<file path="src/rtl/frame_buffer_reader.sv">
// frame_buffer_reader: streams one stored RGB565 frame as a valid/ready pixel stream.
// Optional FBR_CONTINUOUS_EN: frames repeat back-to-back after a single start.
module frame_buffer_reader #(
  parameter int IMG_WIDTH  = 320,
  parameter int IMG_HEIGHT = 240,
  parameter int ADDR_WIDTH = $clog2(IMG_WIDTH*IMG_HEIGHT)
) (
  input  logic                  clk,
  input  logic                  reset,
  input  logic                  start,
  output logic                  busy,
  output logic                  done,
  output logic                  re,
  output logic [ADDR_WIDTH-1:0] rAddr,
  input  logic [15:0]           rData,
  output logic                  m_valid,
  input  logic                  m_ready,
  output logic [15:0]           m_data,
  output logic                  m_sof,
  output logic                  m_eol,
  output logic                  m_eof
);

  localparam int XW = (IMG_WIDTH > 1) ? $clog2(IMG_WIDTH) : 1;
  localparam int YW = (IMG_HEIGHT > 1) ? $clog2(IMG_HEIGHT) : 1;
  localparam logic [XW-1:0] X_LAST = XW'(IMG_WIDTH - 1);
  localparam logic [YW-1:0] Y_LAST = YW'(IMG_HEIGHT - 1);
  localparam logic [ADDR_WIDTH-1:0] A_LAST =
    ADDR_WIDTH'(IMG_WIDTH*IMG_HEIGHT - 1);

  typedef enum logic [1:0] {S_IDLE, S_READ, S_DRAIN, S_DONE} state_t;

  state_t                state;
  logic [XW-1:0]         x;
  logic [YW-1:0]         y;
  logic [ADDR_WIDTH-1:0] addr;
  logic [2:0]            re_flags;
  logic                  rv;
  logic [2:0]            rv_flags;
  logic [1:0]            count;
  logic [15:0]           head_data;
  logic [15:0]           tail_data;
  logic [2:0]            head_flags;
  logic [2:0]            tail_flags;

  logic                  pop;
  logic                  start_ok;
  logic                  issue;
  logic [2:0]            pending;
  logic [XW-1:0]         cx;
  logic [YW-1:0]         cy;
  logic [ADDR_WIDTH-1:0] ca;
  logic [2:0]            iflags;

  assign m_valid = (count != 2'd0);
  assign m_data  = head_data;
  assign m_sof   = head_flags[2];
  assign m_eol   = head_flags[1];
  assign m_eof   = head_flags[0];

  // Read issue decision: counters start from zero on an accepted start,
  // and a read is only issued if its data is guaranteed a FIFO slot.
  always_comb begin
    pop      = m_valid & m_ready;
    pending  = {1'b0, count} + {2'b0, rv} + {2'b0, re} - {2'b0, pop};
    start_ok = (state == S_IDLE) & start;
    issue    = start_ok | ((state == S_READ) & (pending < 3'd2));
    cx       = start_ok ? '0 : x;
    cy       = start_ok ? '0 : y;
    ca       = start_ok ? '0 : addr;
    iflags   = {(cx == '0) && (cy == '0),
                cx == X_LAST,
                (cx == X_LAST) && (cy == Y_LAST)};
  end

  // Frame sequencing, address generation and read port registers.
  always_ff @(posedge clk or posedge reset) begin
    if (reset) begin
      state    <= S_IDLE;
      busy     <= 1'b0;
      done     <= 1'b0;
      re       <= 1'b0;
      rAddr    <= '0;
      re_flags <= '0;
      x        <= '0;
      y        <= '0;
      addr     <= '0;
    end else begin
      re   <= issue;
      done <= 1'b0;
      if (issue) begin
        rAddr    <= ca;
        re_flags <= iflags;
        addr     <= ca + 1'b1;
        if (cx == X_LAST) begin
          x <= '0;
          y <= cy + 1'b1;
        end else begin
          x <= cx + 1'b1;
          y <= cy;
        end
      end
      unique case (state)
        S_IDLE: begin
          if (start) begin
            state <= (ca == A_LAST) ? S_DRAIN : S_READ;
            busy  <= 1'b1;
          end
        end
        S_READ: begin
          if (issue && (ca == A_LAST)) state <= S_DRAIN;
        end
        S_DRAIN: begin
          if ((count == 2'd0) && !rv && !re) begin
            state <= S_DONE;
            done  <= 1'b1;
`ifndef FBR_CONTINUOUS_EN
            busy  <= 1'b0;
`endif
          end
        end
        S_DONE: begin
`ifdef FBR_CONTINUOUS_EN
          state <= S_READ;
          addr  <= '0;
          x     <= '0;
          y     <= '0;
`else
          state <= S_IDLE;
`endif
        end
        default: state <= S_IDLE;
      endcase
    end
  end

  // Return-data alignment and the 2-entry output FIFO (head drives outputs).
  always_ff @(posedge clk or posedge reset) begin
    if (reset) begin
      rv         <= 1'b0;
      rv_flags   <= '0;
      count      <= 2'd0;
      head_data  <= '0;
      head_flags <= '0;
      tail_data  <= '0;
      tail_flags <= '0;
    end else begin
      rv       <= re;
      rv_flags <= re_flags;
      unique case ({rv, pop})
        2'b10: begin
          if (count == 2'd0) begin
            head_data  <= rData;
            head_flags <= rv_flags;
          end else begin
            tail_data  <= rData;
            tail_flags <= rv_flags;
          end
          count <= count + 2'd1;
        end
        2'b01: begin
          head_data  <= tail_data;
          head_flags <= tail_flags;
          count      <= count - 2'd1;
        end
        2'b11: begin
          if (count == 2'd1) begin
            head_data  <= rData;
            head_flags <= rv_flags;
          end else begin
            head_data  <= tail_data;
            head_flags <= tail_flags;
            tail_data  <= rData;
            tail_flags <= rv_flags;
          end
        end
        default: begin
        end
      endcase
    end
  end

endmodule

</file>
<file path="config.mk">
export PLATFORM = sky130hd
export DESIGN_NAME = frame_buffer_reader
export DESIGN_NICKNAME = d
export VERILOG_FILES = /design/src/rtl/frame_buffer_reader.sv
export SDC_FILE = /design/constraint.sdc
export NUM_CORES = 1
export LEC_CHECK = 0
export ABC_AREA = 0
export CAP_MARGIN = 40
export CORE_ASPECT_RATIO = 1.75
export CORE_MARGIN = 1.5
export CORE_UTILIZATION = 55
export DETAILED_ROUTE_END_ITERATION = 16
export GPL_TIMING_DRIVEN = 1
export PLACE_DENSITY = 0.89
export SETUP_SLACK_MARGIN = 0.15
export SYNTH_ARGS = -nofsm -noshare
export SYNTH_HDL_FRONTEND = slang
export SYNTH_SLANG_ARGS = --single-unit
</file>
<file path="constraint.sdc">
create_clock -name clk -period 4.25 [get_ports clk]
set_input_delay 1.275 -clock clk [delete_from_list [all_inputs] [get_ports clk]]
set_output_delay 1.275 -clock clk [all_outputs]
set_load 0.03 [all_outputs]
</file>
**Wire density map**

The bar under the picture is 20 um long. The die is cut into 15 by 25 equal tiles; dark blue is low, red is high, scaled to the fullest tile. Values are wire area over tile area, all layers added.
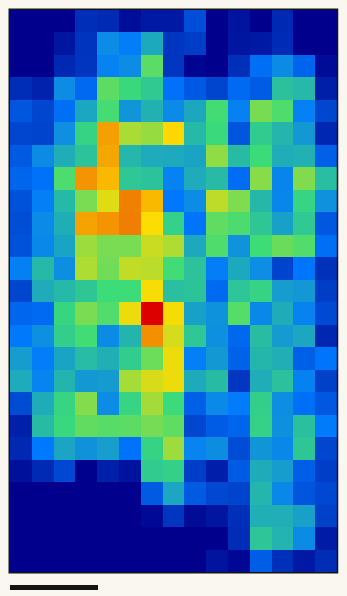
- tiles over half the peak: 18%
- emptiest ninth of the die: bottom left
- densest ninth of the die: middle
- fullest tile: 0.63
- nearly empty tiles: 13%
- mean over tiles: 0.19

**Cell classes on the final placement**

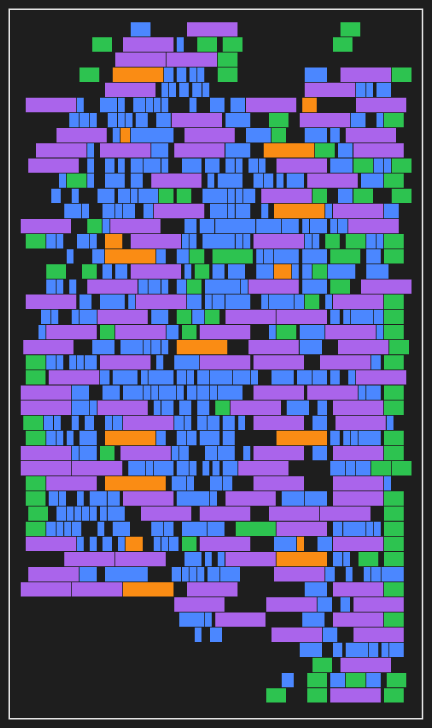
- blue: combinational and other logic (cells 348; share of their area 38%)
- green: remaining buffers and delay cells (cells 81; share of their area 13%)
- purple: sequential cells (cells 103; share of their area 44%)
- orange: clock drivers and dummy loads (cells 16; share of their area 5.1%)

==> job_summary.md <==
## Implementation flow summary

| Metric | Value |
|---|---|
| Status | complete, no violations |
| Cells on worst reg2reg path | 13 |
| Pre-CTS worst setup slack | -0.1607 ns |
| Net switching power | 1637 uW |
| Vias | 3,831 |
| Largest net degree at the start of global routing | 53 |
| Final core utilization | 0.6985 |
| Antenna-violating nets left | 0 |
| Crit path buffers/inverters | 2 |
| Fmax | 250.4 MHz |
| Max-slew violation count | 0 |
| Critical Path Source Type | input port |
| Setup slack after layout | 0.2558 ns |
| Inst Count DP | 649 |
| Area Overhead vs Synth | 24.04% |
| Mean area per synthesized cell | 10.30 um^2 |
| Via/cell ratio | 5.761 |
| CP Class | in2reg |
| Routed Wire Length | 11,040 um |
| Number of global-route vias before repair | 4,093 |
| TNS Setup | 0 ns |
**Routing congestion map**

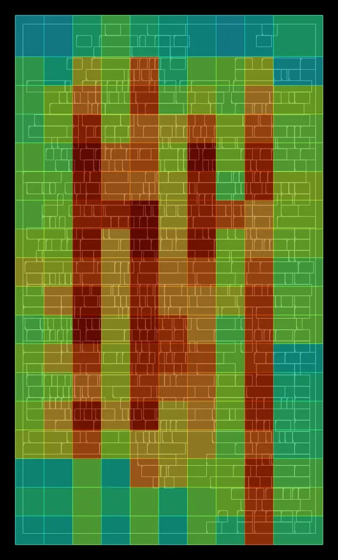
total track usage: 0.2454
GR peak layer: met2
met2 usage: 0.4338
met1 Usage GRT: 0.2491

-- final timing paths --
| path | from | end |
|---|---|---|
| max | m_ready | state[0]$_DFFE_PP0P_ |
| min | re_flags[0]$_DFFE_PP0P_ | rv_flags[0]$_DFF_PP0_ |
| max reg2reg | count[1]$_DFFE_PP0N_ | state[0]$_DFFE_PP0P_ |
| min reg2reg | re_flags[0]$_DFFE_PP0P_ | rv_flags[0]$_DFF_PP0_ |
| max in group asynchronous | reset | rAddr[12]$_DFFE_PP0P_ |
| min in group asynchronous | reset | tail_data[13]$_DFFE_PP0P_ |
-- per-layer routing --
layer,track usage,wire length (um)
met5,0,0
met1,0.2491,3981
met2,0.4338,6027
met3,0.05205,526
met4,0.1601,506
Power and IR drop assume default switching activity.
